Fig. 1: sizing map
(4 px per um)
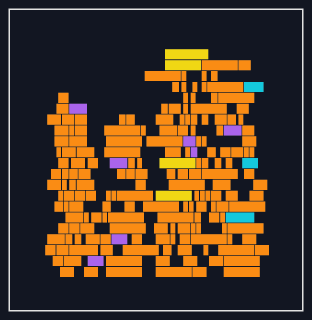
Fig. 2: cells colored by class
(6 px per um)
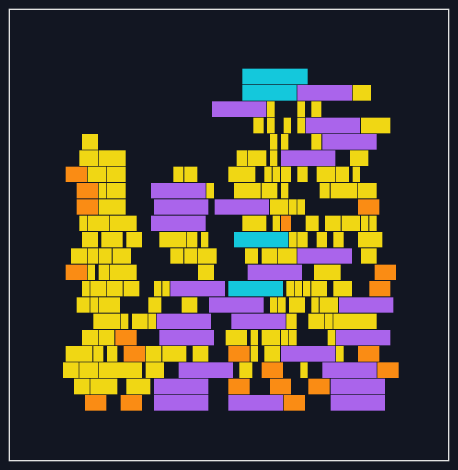
Fig. 3: signal wires on met3
(4 px per um)
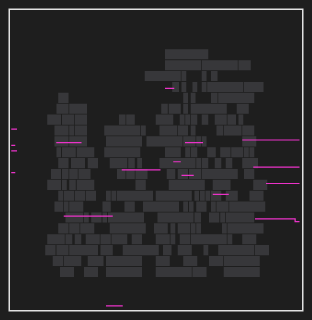
File: src/rtl/parking_pkg.sv
// rtl/parking_pkg.sv - shared types and default parameters for the parking gate arbiter
package parking_pkg;

   typedef enum logic [1:0] {
      IDLE    = 2'd0,
      OPENING = 2'd1,
      PASSING = 2'd2,
      CLOSING = 2'd3
   } state_t;

   typedef enum logic {
      LANE_ENTRY = 1'b0,
      LANE_EXIT  = 1'b1
   } lane_t;

   localparam int DEF_CAPACITY     = 10;
   localparam int DEF_CNT_W        = 8;
   localparam int DEF_MOVE_CYCLES  = 4;
   localparam int DEF_PASS_TIMEOUT = 64;
   localparam int DEF_TMR_W        = 8;

   function automatic lane_t other_lane(input lane_t lane);
      return (lane == LANE_ENTRY) ? LANE_EXIT : LANE_ENTRY;
   endfunction

endpackage

File: src/rtl/gate_timer.sv
// rtl/gate_timer.sv - loadable down-counter shared by the open, pass and close phases
module gate_timer
   import parking_pkg::*;
#(
   parameter int TMR_W = DEF_TMR_W
) (
   input  logic             clk,
   input  logic             reset,
   input  logic             load,
   input  logic [TMR_W-1:0] value,
   input  logic             en,
   output logic             expired
);

   logic [TMR_W-1:0] remaining;

   // A phase loaded with N-1 stays active for N cycles, the last one with expired high.
   always_ff @(posedge clk or posedge reset) begin
      if (reset) begin
         remaining <= '0;
      end else if (load) begin
         remaining <= value;
      end else if (en && (remaining != '0)) begin
         remaining <= remaining - 1'b1;
      end
   end

   assign expired = (remaining == '0);

endmodule

File: src/rtl/parking_gate_arbiter.sv
// rtl/parking_gate_arbiter.sv - single-gate entry/exit arbiter with occupancy tracking
module parking_gate_arbiter
   import parking_pkg::*;
#(
   parameter int CAPACITY     = DEF_CAPACITY,
   parameter int CNT_W        = DEF_CNT_W,
   parameter int MOVE_CYCLES  = DEF_MOVE_CYCLES,
   parameter int PASS_TIMEOUT = DEF_PASS_TIMEOUT,
   parameter int TMR_W        = DEF_TMR_W
) (
   input  logic             clk,
   input  logic             reset,
   input  logic             entry_req,
   input  logic             exit_req,
   input  logic             pass_sensor,
   output logic             entry_grant,
   output logic             exit_grant,
   output logic             gate_open,
   output logic             busy,
   output logic             full,
   output logic [CNT_W-1:0] count,
   output logic             entry_reject,
   output logic             timeout_err
);

   localparam logic [CNT_W-1:0] CAP_COUNT = CNT_W'(CAPACITY);
   localparam logic [TMR_W-1:0] MOVE_LOAD = TMR_W'(MOVE_CYCLES - 1);
   localparam logic [TMR_W-1:0] PASS_LOAD = TMR_W'(PASS_TIMEOUT - 1);

   state_t           state;
   state_t           state_nxt;
   lane_t            last_served;
   lane_t            lane_nxt;

   logic             tmr_load;
   logic [TMR_W-1:0] tmr_value;
   logic             tmr_en;
   logic             tmr_expired;

   logic             entry_ok;
   logic             exit_ok;

   logic             entry_grant_d;
   logic             exit_grant_d;
   logic             gate_open_d;
   logic             busy_d;
   logic             full_d;
   logic [CNT_W-1:0] count_d;
   logic             entry_reject_d;
   logic             timeout_err_d;

   assign entry_ok = entry_req && !full;
   assign exit_ok  = exit_req && (count != '0);
   assign tmr_en   = (state != IDLE);

   gate_timer #(
      .TMR_W (TMR_W)
   ) u_gate_timer (
      .clk     (clk),
      .reset   (reset),
      .load    (tmr_load),
      .value   (tmr_value),
      .en      (tmr_en),
      .expired (tmr_expired)
   );

   always_ff @(posedge clk or posedge reset) begin
      if (reset) begin
         state       <= IDLE;
         last_served <= LANE_ENTRY;
      end else begin
         state       <= state_nxt;
         last_served <= lane_nxt;
      end
   end

   // last_served doubles as the lane owning the transaction in flight.
   always_comb begin
      state_nxt = state;
      lane_nxt  = last_served;
      tmr_load  = 1'b0;
      tmr_value = MOVE_LOAD;
      case (state)
         IDLE: begin
            if (entry_ok || exit_ok) begin
               state_nxt = OPENING;
               tmr_load  = 1'b1;
               tmr_value = MOVE_LOAD;
               if (entry_ok && exit_ok) begin
                  lane_nxt = other_lane(last_served);
               end else if (entry_ok) begin
                  lane_nxt = LANE_ENTRY;
               end else begin
                  lane_nxt = LANE_EXIT;
               end
            end
         end
         OPENING: begin
            if (tmr_expired) begin
               state_nxt = PASSING;
               tmr_load  = 1'b1;
               tmr_value = PASS_LOAD;
            end
         end
         PASSING: begin
            if (pass_sensor || tmr_expired) begin
               state_nxt = CLOSING;
               tmr_load  = 1'b1;
               tmr_value = MOVE_LOAD;
            end
         end
         CLOSING: begin
            if (tmr_expired) begin
               state_nxt = IDLE;
            end
         end
         default: begin
            state_nxt = IDLE;
         end
      endcase
   end

   always_comb begin
      busy_d         = (state_nxt != IDLE);
      entry_grant_d  = busy_d && (lane_nxt == LANE_ENTRY);
      exit_grant_d   = busy_d && (lane_nxt == LANE_EXIT);
      gate_open_d    = (state_nxt == OPENING) || (state_nxt == PASSING);
      count_d        = count;
      if ((state == PASSING) && pass_sensor) begin
         if (last_served == LANE_ENTRY) begin
            count_d = count + CNT_W'(1);
         end else begin
            count_d = count - CNT_W'(1);
         end
      end
      full_d         = (count_d == CAP_COUNT);
      timeout_err_d  = (state == PASSING) && !pass_sensor && tmr_expired;
      entry_reject_d = (state == IDLE) && entry_req && full && !entry_grant_d;
   end

   always_ff @(posedge clk or posedge reset) begin
      if (reset) begin
         entry_grant  <= 1'b0;
         exit_grant   <= 1'b0;
         gate_open    <= 1'b0;
         busy         <= 1'b0;
         full         <= 1'b0;
         count        <= '0;
         entry_reject <= 1'b0;
         timeout_err  <= 1'b0;
      end else begin
         entry_grant  <= entry_grant_d;
         exit_grant   <= exit_grant_d;
         gate_open    <= gate_open_d;
         busy         <= busy_d;
         full         <= full_d;
         count        <= count_d;
         entry_reject <= entry_reject_d;
         timeout_err  <= timeout_err_d;
      end
   end

endmodule

File: config.mk
export PLATFORM = sky130hd
export DESIGN_NAME = parking_gate_arbiter
export DESIGN_NICKNAME = d
export VERILOG_FILES = /design/src/rtl/parking_pkg.sv /design/src/rtl/gate_timer.sv /design/src/rtl/parking_gate_arbiter.sv
export SDC_FILE = /design/constraint.sdc
export NUM_CORES = 1
export LEC_CHECK = 0
export CAP_MARGIN = 10
export CORE_AREA = 8 8 65 67
export CTS_BUF_LIST = sky130_fd_sc_hd__clkbuf_16
export DETAILED_ROUTE_END_ITERATION = 12
export DIE_AREA = 0 0 73 75
export MAX_ROUTING_LAYER = met4
export PLACE_DENSITY = 0.77
export SETUP_SLACK_MARGIN = 0.02
export SLEW_MARGIN = 20
export SYNTH_ARGS = -nofsm -noshare
export SYNTH_HDL_FRONTEND = slang
export SYNTH_HIERARCHICAL = 1
export SYNTH_SLANG_ARGS = --single-unit
File: constraint.sdc
create_clock -name clk -period 7.4 [get_ports clk]
set_clock_uncertainty 0.05 [all_clocks]
set_input_delay 1.85 -clock clk [delete_from_list [all_inputs] [get_ports clk]]
set_output_delay 1.85 -clock clk [all_outputs]
set_load 0.02 [all_outputs]
==> impl_metrics.py <==
# Metrics from the implementation run
metrics = {
    "worst_setup_path": {
        "endpoint": "u_gate_timer/remaining[5]",
        "worst_ep_required_time_ns": 7.48,
        "cpPeakStageDelay_ns": 0.55,
        "r2r_end": "u_gate_timer/remaining[5]",
        "start_kind": "input port",
        "crit_start": "pass_sensor",
        "r2r_slack_ns": 4.47,
        "crit_top_cell": "nor2_1",
        "crit_buf_inv": 2,
    },
    "final_timing": {
        "max_freq_ghz": 0.277,
        "hold_viol": 0,
        "slew_headroom": 0.557,
        "min_period_ns": 3.61,
        "finalClockPeriodUsage": 0.488,
        "drv_slew": 0,
    },
    "grt": {
        "gr-usage-all-layers": 0.143,
        "overflow": 0,
        "use_met3": 0.0173,
        "met1_usage": 0.162,
        "grt_util_met2": 0.247,
        "grt_pass1_vias": 1343,
    },
    "clock_network": {
        "post_cts_resized": 0,
        "cts_tree": "built",
        "clk_pin_slew_worst_paths_ns": 0.06,
        "htree_levels": 1,
    },
    "cells_and_area": {
        "stdcell_area_mm2": 0.00195,
        "seq_area_frac": 0.333,
        "buf_share": 0.0999,
        "logic_area_um2": 903,
        "comb_cells": 125,
        "lay_top_cells": "26 x dfrtp_1, 19 x clkdlybuf4s50_1, 16 x nand2_1",
        "clock_buffer_count": 3,
        "fin_util": 0.604,
        "design.seq.count": 26,
        "stdcell_count": 232,
    },
    "hold_path": {
        "hold_depth": 1,
        "hold_class": "flip-flop to flip-flop",
    },
    "power": {
        "switching_share": 0.428,
        "ir_worst_vdd_mv": 0.274,
        "clk-power_w": 0.000156,
        "pwr_density_cell_mw_per_mm2": 494,
        "pwr-share-clk": 0.161,
        "powerSeq_w": 0.000280,
        "totalPowerFinal_w": 0.000965,
    },
    "status": {
        "status": "completed",
    },
    "routing": {
        "firstDrtPassIters": 4,
        "ant_nets": 0,
        "route.met3.wl_um": 94,
        "routed_wl_mm": 3.42,
        "wl_met2_mm": 1.76,
        "post_drt_via_cell_ratio": 5.58,
    },
    "logic_synthesis": {
        "ys.flops": 26,
        "ys.flop_type": "dfrtp_1",
        "edf_count": 0,
        "ys_warn_count": 6,
        "common_cells": "26 x dfrtp_1, 16 x nand2_1, 12 x nor2_1",
        "netlist_instances": 164,
        "ys_sh_xor": 0.0378,
        "async_flop_share": 1.00,
        "simple_gate_area_frac": 0.217,
    },
    "placement": {
        "dpl_worst_slack_ns": 3.14,
        "place.gp.congestion": 0.853,
        "place_area_mm2": 0.00184,
        "dp_hpwl_mm": 2.70,
    },
    "die": {
        "initCoreUtil": 0.502,
        "chipHeight_um": 75,
        "fp-row-count": 21,
        "taps": 46,
    },
    "job": {
        "maxCapViolCount": 0,
    },
}
-- Fig. 1 (at the start) --
- x3 and x4: cyan (cells 3; share 1.6%)
- x2: purple (cells 7; share 3.8%)
- x6 and larger: yellow (cells 4; share 2.2%; most used clkbuf_16)
- x1 and smaller: orange (cells 172; share 92%; most used dfrtp_1)
Area Growth Syn to Fin: 20.4%
Buffers excl. clock: 20

-- Fig. 2 (at the start) --
- remaining buffers and delay cells: orange (cells 20)
- registers: purple (cells 26)
- remaining logic cells: yellow (cells 136)
- clock drivers and dummy loads: cyan (cells 4)

-- Fig. 3 (at the start) --
- longest straight run: 14.0 um
- wire length on this layer: 94.1 um
- share of all routed wire: 2.8%
- main direction: horizontal

Power figures rest on the tool's default switching activity, not on a simulated workload.
